==> config.mk <==
export PLATFORM = sky130hd
export DESIGN_NAME = boot_loader
export DESIGN_NICKNAME = d
export VERILOG_FILES = /design/src/rtl/boot_loader.sv
export SDC_FILE = /design/constraint.sdc
export NUM_CORES = 1
export LEC_CHECK = 0
export ABC_AREA = 1
export CELL_PAD_IN_SITES_DETAIL_PLACEMENT = 1
export CELL_PAD_IN_SITES_GLOBAL_PLACEMENT = 1
export CORE_UTILIZATION = 41
export CTS_CLUSTER_DIAMETER = 40
export DETAILED_ROUTE_END_ITERATION = 10
export PLACE_DENSITY_LB_ADDON = 0.1
export SLEW_MARGIN = 0
export SYNTH_ARGS = -nofsm -noshare
export SYNTH_HDL_FRONTEND = slang
export SYNTH_SLANG_ARGS = --single-unit
==> constraint.sdc <==
create_clock -name clk -period 2.64 [get_ports clk]
set_input_delay 0.396 -clock clk [delete_from_list [all_inputs] [get_ports clk]]
set_output_delay 0.396 -clock clk [all_outputs]
set_load 0.01 [all_outputs]
==> src/rtl/boot_loader.sv <==
// boot_loader: writes a framed byte stream (LEN, data, CSUM) into the CPU program RAM,
// zero-fills the unused tail and keeps the CPU held in reset until a valid image is in place.
module boot_loader #(
    parameter int DW    = 8,
    parameter int AW    = 4,
    parameter int DEPTH = 16
) (
    input  logic          clk,
    input  logic          reset,
    input  logic          start,
    input  logic [DW-1:0] rx_data,
    input  logic          rx_valid,
    output logic          rx_ready,
    output logic          wr_en,
    output logic [AW-1:0] wr_addr,
    output logic [DW-1:0] wr_data,
    output logic          cpu_hold,
    output logic          done,
    output logic          err
);

    typedef enum logic [2:0] {
        S_IDLE,
        S_LEN,
        S_DATA,
        S_CSUM,
        S_FILL,
        S_DONE,
        S_ERROR
    } state_t;

    localparam logic [AW:0]   N_FULL   = (AW+1)'(DEPTH);
    localparam logic [AW:0]   N_ONE    = (AW+1)'(1);
    localparam logic [AW-1:0] IDX_ONE  = AW'(1);
    localparam logic [AW-1:0] IDX_LAST = AW'(DEPTH - 1);
    localparam logic [DW-1:0] LEN_MAX  = DW'(DEPTH);

    state_t        state;
    state_t        state_next;
    logic [AW:0]   n_len;
    logic [AW:0]   n_len_next;
    logic [AW-1:0] idx;
    logic [AW-1:0] idx_next;
    logic [DW-1:0] sum;
    logic [DW-1:0] sum_next;
    logic          wr_en_next;
    logic [AW-1:0] wr_addr_next;
    logic [DW-1:0] wr_data_next;
    logic          xfer;

    assign xfer = rx_valid && rx_ready;

    always_ff @(posedge clk) begin
        if (reset) begin
            state <= S_IDLE;
        end else begin
            state <= state_next;
        end
    end

    // N is one bit wider than the index so that a full-depth image (LEN = 0) is representable.
    always_comb begin
        state_next   = state;
        n_len_next   = n_len;
        idx_next     = idx;
        sum_next     = sum;
        wr_en_next   = 1'b0;
        wr_addr_next = wr_addr;
        wr_data_next = wr_data;

        case (state)
            S_IDLE: begin
                if (start) begin
                    state_next = S_LEN;
                end
            end
            S_LEN: begin
                if (xfer) begin
                    if (rx_data > LEN_MAX) begin
                        state_next = S_ERROR;
                    end else begin
                        n_len_next = (rx_data == '0) ? N_FULL : rx_data[AW:0];
                        idx_next   = '0;
                        sum_next   = '0;
                        state_next = S_DATA;
                    end
                end
            end
            S_DATA: begin
                if (xfer) begin
                    wr_en_next   = 1'b1;
                    wr_addr_next = idx;
                    wr_data_next = rx_data;
                    sum_next     = sum + rx_data;
                    idx_next     = idx + IDX_ONE;
                    if ({1'b0, idx} == n_len - N_ONE) begin
                        state_next = S_CSUM;
                    end
                end
            end
            S_CSUM: begin
                if (xfer) begin
                    if (rx_data != sum) begin
                        state_next = S_ERROR;
                    end else if (n_len == N_FULL) begin
                        state_next = S_DONE;
                    end else begin
                        // The first zero-fill write is issued straight from the checksum byte.
                        wr_en_next   = 1'b1;
                        wr_addr_next = n_len[AW-1:0];
                        wr_data_next = '0;
                        idx_next     = n_len[AW-1:0];
                        state_next   = S_FILL;
                    end
                end
            end
            S_FILL: begin
                if (idx == IDX_LAST) begin
                    state_next = S_DONE;
                end else begin
                    wr_en_next   = 1'b1;
                    wr_addr_next = idx + IDX_ONE;
                    wr_data_next = '0;
                    idx_next     = idx + IDX_ONE;
                end
            end
            S_DONE, S_ERROR: begin
                if (start) begin
                    state_next = S_LEN;
                end
            end
            default: begin
                state_next = S_IDLE;
            end
        endcase
    end

    // Status outputs are registered copies of the next-state decode, so they track the state exactly.
    always_ff @(posedge clk) begin
        if (reset) begin
            n_len    <= '0;
            idx      <= '0;
            sum      <= '0;
            wr_en    <= 1'b0;
            wr_addr  <= '0;
            wr_data  <= '0;
            rx_ready <= 1'b0;
            cpu_hold <= 1'b1;
            done     <= 1'b0;
            err      <= 1'b0;
        end else begin
            n_len    <= n_len_next;
            idx      <= idx_next;
            sum      <= sum_next;
            wr_en    <= wr_en_next;
            wr_addr  <= wr_addr_next;
            wr_data  <= wr_data_next;
            rx_ready <= (state_next == S_LEN) || (state_next == S_DATA) || (state_next == S_CSUM);
            cpu_hold <= (state_next != S_DONE);
            done     <= (state_next == S_DONE);
            err      <= (state_next == S_ERROR);
        end
    end

endmodule

**Run 1: congestion heat map**

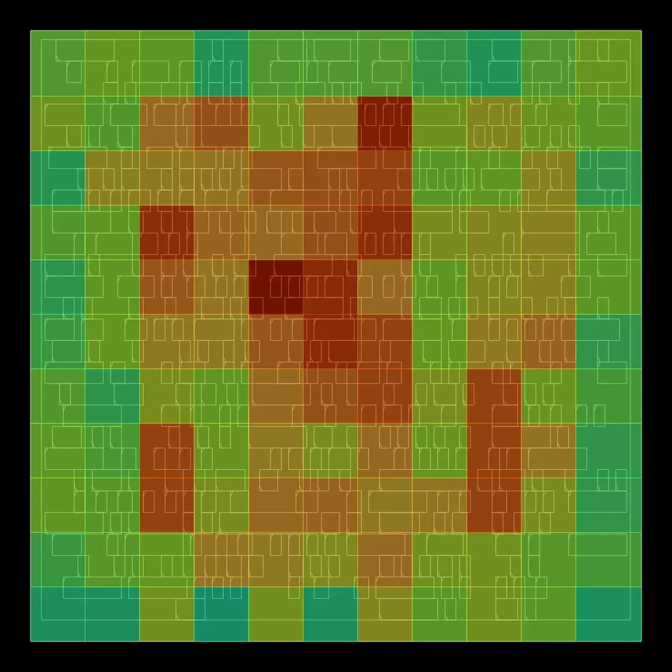
Finished Core Util: 52.8%
grt met3 use: 5.36%
GR Util met1: 28.1%
WL/cell: 13.8 µm

**Run 1: routed metal, one colour a layer**

Only two layers are drawn.
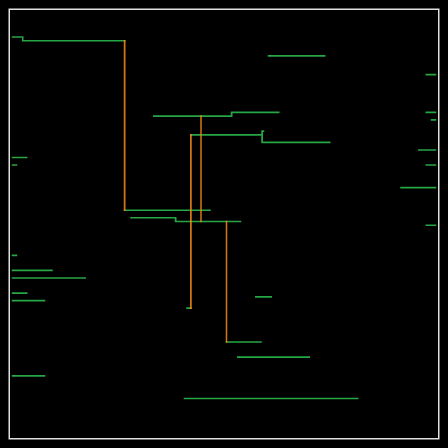
legend:
  met4:
    colour: orange
    wire_length: 103 µm
  met3:
    colour: green
    wire_length: 226 µm

**Run 1: clock wires, drivers and flops**

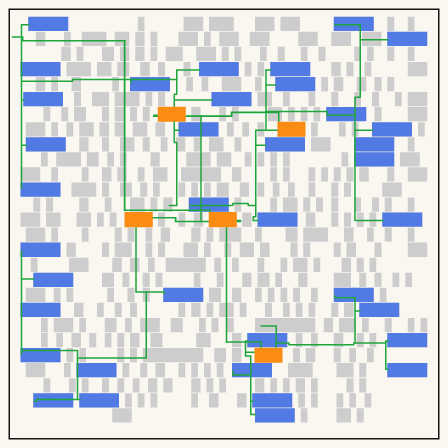
legend:
  cells driving clock nets:
    colour: orange
    count: 5
  clock wires:
    colour: green
    length: 561 µm
  flip-flops:
    colour: blue
    count: 37
routed clock nets: 6

**Run 1: ports around the boundary**

Pins as bars across the die edge, other pins in grey.
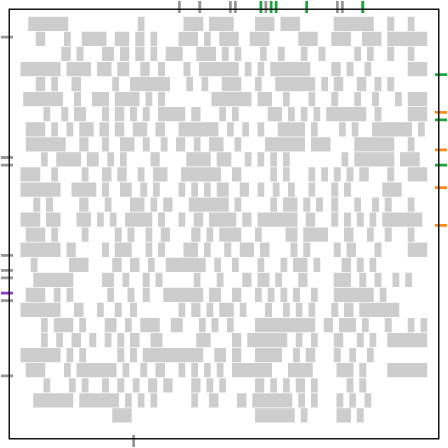
legend:
  wr_addr:
    colour: orange
    pins: 4
    direction: output
    edge: east
  wr_data:
    colour: green
    pins: 8
    direction: output
    edge: 5 north, 3 east
  rx_valid:
    colour: purple
    pins: 1
    direction: input
    edge: west

==> out/metrics.yaml, run 1 <==
status: "finished clean"
dr.pass1.iters: 4
clock-sinks: 37
vdd_ir_drop_max_mv: 0.410
maxCapViolations: 0
powerDensity_nw_per_um2: 988
fin_setup_tns_ns: 0
ys_ff: 37
final_nets: 442
crit_path_max_incr_delay_ns: 0.55
whs_ns: 0.471
crit_path_end: "idx[2]"
via_per_inst: 4.98
start_kind: "input port"
arrival_ns: 2.59
drtIter0Drc: 72
cts_buffer_depth: 2
dp_hpwl_mm: 5.32
drv_slew: 0
flop_cell: "dfxtp_1"
n_antenna_cell: 0
ys_cells: 378
synth.avg_cell_area_um2: 6.15
row_count: 27
drive_gt1_share_pct: 8.08
warnings: 26
grt_max_degree: 20
area_leaders: "dfxtp_1 32%, nand2_1 19%, nor2_1 9.8%, inv_1 9.0%, a21oi_1 5.0%"
area_growth_pct: 24.3
rr_worst_depth: 11
min_path_type: "reg -> reg"
rsz0062_at_grt: "false"
die_h_um: 77.3
worstMarginPinSlew_ns: 0.440
rr_startpoint: "sum[5]"
leakage_uw: 0.00141
syn_nets: 400
antenna_found_initial: 0
cts_root_buf: "clkbuf_8"
worstPathMaxFanout: 6
synth_cell_type_count: 33
yosysSeqAreaShare_pct: 31.9
finalPower_uw: 2860
run 1: registers in the layout, indices dropped and copies added, names as in the netlist, 3 cells and up:
name / cells
idx: 4
wr_data: 8
n_len: 5
wr_addr: 4
sum: 8
state: 3
run 1: through the flow:
step	setup WS, ns	instance area (µm²)	util (%)
2_1_floorplan	0.780	2320	-
4_1_cts	0.234	2890	52.8
6_report	0.243	2890	52.8
3_5_place_dp	-0.0391	2760	50.3
3_3_place_gp	0.0640	2760	50.3
5_1_grt	0.0828	2890	52.8
run 1: cell type report:
class                   count  area [µm²]
repair buffers             39         363
clock inverters             3        65.1
clock buffers               5        68.8
flip-flops and latches     37         741
inverters                  61         229
fillers                   785        2580
well taps                  72        90.1
multi-input cells         276        1330
run 1: worst min-delay path by stage:
stage                   to  depth (start not counted)  slack [ns]    from
floorplan           sum[0]                          2        0.44  sum[0]
global placement    sum[0]                          2        0.45  sum[0]
detailed placement  sum[5]                          2        0.46  sum[5]
CTS                 sum[5]                          2        0.47  sum[5]
global route        sum[6]                          2        0.50  sum[6]
finish              sum[5]                          2        0.47  sum[5]
run 1: cell usage after synthesis, types with 2 or more instances:
library cell and instances:
nand2_1 115, nor2_1 61, inv_1 56, dfxtp_1 37
a21oi_1 23, nand3_1 15, o21ai_0 13, ha_1 9
inv_2 5, nand4_1 5, o21ai_1 4, nor2_2 3
nor3_1 3, o21bai_1 3, xor2_1 3, a31oi_1 2
buf_1 2, nand2_2 2, nand3b_1 2, xnor2_1 2
run 1: worst max-delay path: cells and delay by family:
| family | cells | cell delay, ns |
|---|---|---|
| buffers and inverters | 1 | 0.55 |
| AND-OR/OR-AND | 1 | 0.16 |
| adder cells (fa/ha/maj) | 1 | 0.45 |
| AND/OR/NAND/NOR | 9 | 1.04 |
run 1: per-layer routing:
layer,GRT usage [%],vias up,share of wire [%]
met5,0,-,0
met4,7.74,0,1.5
met3,5.36,8,3.3
met2,45.5,34,51
met1,28.1,1153,44
li1,-,1259,-
run 1: report_power, final:
part / total (µW) / internal, µW / switching, µW / leakage, µW
combinational: 1430 / 595 / 839 / 0.00104
sequential: 824 / 719 / 105 / 0.000301
clock: 597 / 376 / 222 / 0.0000681
run 1: kinds of logic after synthesis:
logic type / after synthesis / synth area share (%)
buf+inv: 65 / 10.8
xor+xnor: 5 / 1.88
fa+ha+maj: 10 / 5.71
compound gates: 50 / 11.7
flops: 37 / 31.9
simple gates: 211 / 38.0
**Run 1: cells coloured by class**

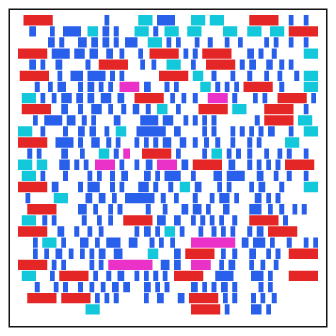

==> run 2, diff against run 1 <==
--- a/config.mk
+++ b/config.mk
@@ -8,6 +8,7 @@
 export ABC_AREA = 1
 export CELL_PAD_IN_SITES_DETAIL_PLACEMENT = 1
 export CELL_PAD_IN_SITES_GLOBAL_PLACEMENT = 1
+export CORE_MARGIN = 4
 export CORE_UTILIZATION = 41
 export CTS_CLUSTER_DIAMETER = 40
 export DETAILED_ROUTE_END_ITERATION = 10
**Run 2: cells coloured by class**

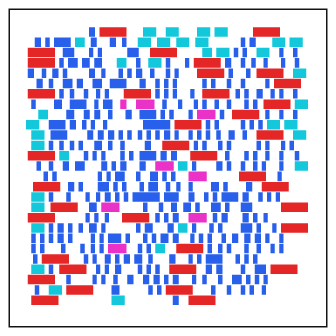
legend:
  flip-flops:
    colour: red
    cells: 37
  other buffers and delay cells:
    colour: cyan
    cells: 36
  clock drivers and dummy loads:
    colour: magenta
    cells: 8
  all other logic:
    colour: blue
    cells: 337

**Run 2: clock wires, drivers and flops**

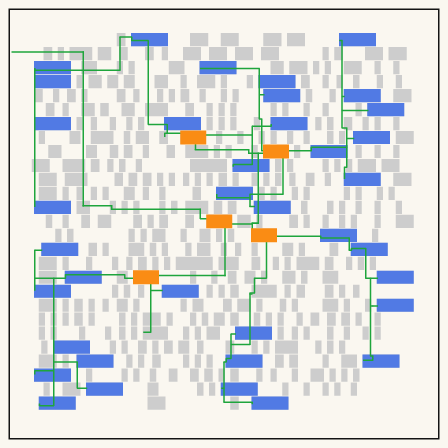
legend:
  flip-flops:
    colour: blue
    count: 37
  clock wires:
    colour: green
    length: 553 µm
  cells driving clock nets:
    colour: orange
    count: 5
routed clock nets: 6
flops lie: all over the die

==> run 2 against run 1 <==
Against the previous run: clock power down 25%; critical path type unchanged; highest routed layer unchanged; register-to-register slack is essentially flat; die area grew 16%; largest cell class unchanged.
==> out/metrics.yaml, run 2 <==
via_per_inst: 5.01  # was 4.98
crit_path_end: "idx[1]"  # was idx[2]
busiest_layer: "met2"  # unchanged
setup_slack_ns: 0.282  # was 0.243 ns
use_met2_pct: 37.5  # was 45.5%
finalPower_uw: 2720  # was 2860 µW
clock-sinks: 37  # unchanged
top_cell: "nand2_1"  # unchanged
wl_per_cell_um: 13.8  # about the same
row_count: 27  # unchanged
worstMarginPinSlew_ns: 0.493  # was 0.440 ns
seqPwrFrac_pct: 30.6  # was 28.9%
antenna_found_initial: 0  # unchanged
synth_cell_type_count: 33  # unchanged
dp_hpwl_mm: 5.30  # was 5.32 mm
status: "finished clean"  # unchanged
maxCapViolations: 0  # unchanged
min_path_type: "reg -> reg"  # unchanged
fin_util_pct: 51.5  # was 52.8%
dr.pass1.iters: 4  # unchanged
[run 2: cell families after synthesis]
| logic type | count (synthesis) | synth area share (%) |
|---|---|---|
| buffers and inverters | 65 | 10.8 |
| XOR/XNOR | 5 | 1.88 |
| AND-OR/OR-AND | 50 | 11.7 |
| AND/OR/NAND/NOR | 211 | 38.0 |
| flip-flops | 37 | 31.9 |
| adder cells (fa/ha/maj) | 10 | 5.71 |
[run 2: stage by stage]
stage | TNS (ns) | hold slack, ns | area, µm²
floorplan | 0 | 0.439 | 2320
global placement | 0 | 0.454 | 2730
detailed placement | -0.0611 | 0.463 | 2730
CTS | 0 | 0.475 | 2830
global route | 0 | 0.496 | 2830
finish | 0 | 0.471 | 2830
[run 2: power by group through the flow]
stage	Clock (µW)	Sequential, µW	Combinational [µW]
2_1_floorplan	0	875	910
3_3_place_gp	0	833	1390
3_5_place_dp	0	846	1430
4_1_cts	457	834	1450
5_1_grt	489	854	1650
6_report	445	830	1440
[run 2: worst min-delay path by stage]
stage,start,endpoint,slack [ns],depth (start not counted)
after floorplan,sum[0],sum[0],0.44,2
after global placement,sum[0],sum[0],0.45,2
after detailed placement,sum[6],sum[6],0.46,2
after CTS,sum[6],sum[6],0.48,2
after global routing,sum[6],sum[6],0.50,2
final,sum[6],sum[6],0.47,2
[run 2: worst max-delay path, stage by stage]
cell	delay, ns
clkdlybuf4s50_1	0.52
ha_1	0.43
nor2_1	0.16
nand2_1	0.07
nor2_1	0.13
nand2_1	0.09
nor2_1	0.15
o21bai_1	0.14
nor2_2	0.25
nand2_1	0.08
nand2_1	0.07
nor2_1	0.04
[run 2: layout make-up]
cell class / instances / share of cell area, %
clock inverters: 1 / 0.177
multi-input cells: 276 / 47.0
well taps: 72 / 3.18
repair buffers: 36 / 12.0
clock buffers: 7 / 3.40
inverters: 61 / 8.08
flip-flops and latches: 37 / 26.1
[run 2: layer usage]
layer	wire [µm]	share of wire (%)
met1	3110	46
met2	3380	50
met3	182	2.7
met4	68	1.0
met5	0	0
**Run 2: routed metal, one colour a layer**

Only two layers are drawn.
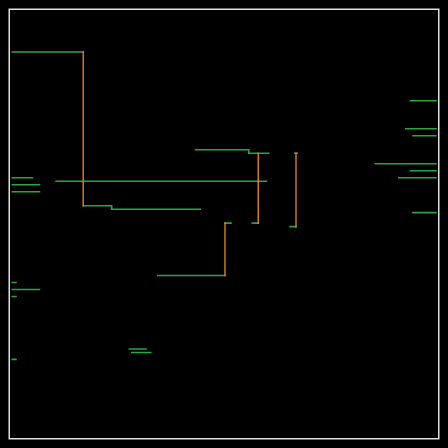

==> run 3, diff against run 2 <==
--- a/config.mk
+++ b/config.mk
@@ -8,11 +8,12 @@
 export ABC_AREA = 1
 export CELL_PAD_IN_SITES_DETAIL_PLACEMENT = 1
 export CELL_PAD_IN_SITES_GLOBAL_PLACEMENT = 1
-export CORE_MARGIN = 4
-export CORE_UTILIZATION = 41
+export CORE_MARGIN = 2
+export CORE_UTILIZATION = 35
 export CTS_CLUSTER_DIAMETER = 40
 export DETAILED_ROUTE_END_ITERATION = 10
 export PLACE_DENSITY_LB_ADDON = 0.1
+export SETUP_SLACK_MARGIN = 0.3
 export SLEW_MARGIN = 0
 export SYNTH_ARGS = -nofsm -noshare
 export SYNTH_HDL_FRONTEND = slang
**Run 3: routed metal, one colour a layer**

Only two layers are drawn.
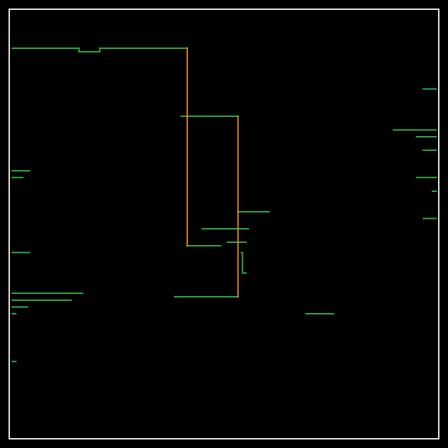
legend:
  met3:
    colour: green
    wire_length: 160 µm
  met4:
    colour: orange
    wire_length: 75.5 µm
Vias: 2,438
WL/cell: 13.7 µm
Total Wirelength: 6.90 mm
global-route usage over all layers: 19.9%

**Run 3: clock wires, drivers and flops**

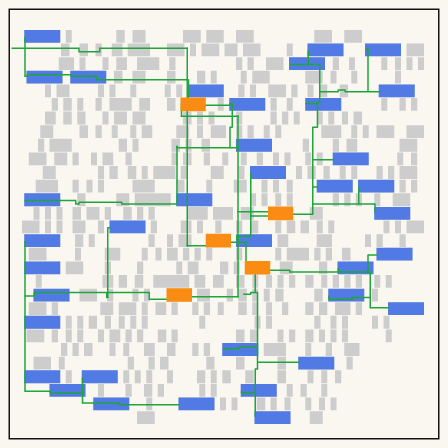
legend:
  clock wires:
    colour: green
    length: 621 µm
  cells driving clock nets:
    colour: orange
    count: 5
  flip-flops:
    colour: blue
    count: 37
flops lie: all over the die
routed clock nets: 6
power in the clock group: 404 µW
clk_lat worst skew: 0.29 ns

==> run 3 against run 2 <==
Against the previous run: fmax increased by 8.7%; total power increased by 0.32%; global-route usage decreased by 0.35 points; clock power decreased by 9.2%; non-clock buffer count increased by 5; core utilization decreased by 6.2 points; count of clock-buffer cells in the layout decreased by 1; first-iteration DRC count decreased by 9.3%; die area increased by 5.4%; critical path type unchanged; critical endpoint unchanged; largest power group unchanged.
==> out/metrics.yaml, run 3 <==
dp_hpwl_mm: 5.28  # was 5.30 mm
warnings: 26  # unchanged
arrival_ns: 2.36  # was 2.54 ns
flop_cell: "dfxtp_1"  # unchanged
top_cells_by_count: "115 x nand2_1, 61 x nor2_1, 56 x inv_1"  # unchanged
leakage_uw: 0.00141  # was 0.00139 µW
row_count: 29  # was 27
maxCapViolations: 0  # unchanged
grt_max_degree: 20  # unchanged
vdd_ir_drop_max_mv: 0.487  # was 0.468 mV
syn_nets: 400  # unchanged
synth.avg_cell_area_um2: 6.15  # unchanged
status: "finished clean"  # unchanged
drv_slew: 0  # unchanged
crit_path_end: "idx[1]"  # unchanged
ys_cells: 378  # unchanged
synthMuxAreaShare_pct: 0  # unchanged
ys_sh_adder_pct: 5.71  # unchanged
area_growth_pct: 24.3  # was 21.9%
p_clk_share_pct: 14.8  # was 16.4%
combPwrFrac_pct: 55.0  # was 53.0%
dr.pass1.iters: 4  # unchanged
reg.largest.list: "sum x8, wr_data x8, n_len x5"  # unchanged
via_per_inst: 4.86  # was 5.01
area_leaders: "dfxtp_1 32%, nand2_1 19%, nor2_1 9.8%, inv_1 9.0%, a21oi_1 5.0%"  # unchanged
yosys.area_share.xor_xnor_pct: 1.88  # unchanged
rr_worst_depth: 11  # unchanged
fin_setup_tns_ns: 0  # unchanged
min_path_type: "reg -> reg"  # unchanged
whs_ns: 0.474  # was 0.471 ns
power.switching_uw: 1210  # was 1170 µW
final_nets: 446  # was 439
worstPathMaxFanout: 6  # unchanged
start_kind: "input port"  # unchanged
fillers: 879  # was 779
min_from: "sum[0]"  # was sum[6]
n_antenna_cell: 0  # unchanged
drtIter0Drc: 78  # was 86
post_synth_ao_oa_area_fraction_pct: 11.7  # unchanged
run 3: cell types whose count changed in the layout (fill, tap and decap cells not counted):
cell,delta
buf_4,+5
clkbuf_1,+1
clkbuf_8,-2
clkinv_2,+1
nand2_1,-1
nand2_2,+2
nand2_4,+1
nor2_1,-2
nor2_2,+1
nor2_4,+1
run 3: cell families after synthesis:
kind of cell	after synthesis
and+or+nand+nor	211
xor gates and xnor gates	5
DFF	37
adders and majority gates	10
AOI/OAI and AO/OA	50
buffers and inverters	65
run 3: final cells by class:
cell class	count	area (µm²)	share of cell area [%]
clock buffers	6	72.6	2.51
clock inverters	2	10.0	0.346
inverters	61	229	7.93
multi-input cells	278	1360	47.2
flip-flops and latches	37	741	25.6
well taps	77	96.3	3.33
repair buffers	41	378	13.1
run 3: worst min-delay path by stage:
stage / end / slack, ns / cells past startpoint
CTS: sum[0] / 0.48 / 2
finish: sum[0] / 0.47 / 2
global placement: sum[0] / 0.46 / 2
floorplan: sum[0] / 0.44 / 2
global route: sum[6] / 0.51 / 2
detailed placement: sum[0] / 0.47 / 2
run 3: what timing repair did:
item                       in CTS  in global routing
hold buffers                    0                  0
resized                         0                  5
setup endpoints to repair       0                 16
hold endpoints to repair        0                  0
run 3: critical path: stages:
cell	delay, ns
clkdlybuf4s50_1	0.46
ha_1	0.36
inv_1	0.10
nand3b_1	0.09
nor2_2	0.11
nand2_1	0.10
nor2_2	0.12
o21bai_1	0.13
nor2_2	0.28
nand2_1	0.09
nand2_1	0.07
nor2_1	0.04
run 3: per-layer routing:
metal	GRT usage, %	vias up	wire, µm
met4	4.76	0	75
met5	0	-	0
met1	24.5	1137	3310
li1	-	1268	-
met2	36.2	27	3350
met3	3.18	6	160
run 3: per-stage QoR:
stage	setup WS [ns]	area, µm²	utilization, %	power [µW]
2_1_floorplan	0.780	2320	-	1780
3_3_place_gp	0.207	2780	43.5	2250
3_5_place_dp	0.140	2780	43.5	2290
4_1_cts	0.408	2860	44.8	2700
5_1_grt	0.313	2890	45.2	2980
6_report	0.471	2890	45.2	2720
run 3: power groups by stage:
stage | Sequential, µW | Clock, µW | Combinational, µW
6_report | 822 | 404 | 1500
5_1_grt | 843 | 439 | 1700
4_1_cts | 826 | 417 | 1460
3_5_place_dp | 839 | 0 | 1450
3_3_place_gp | 837 | 0 | 1410
2_1_floorplan | 875 | 0 | 910
Power is estimated from default activity; no workload was simulated.
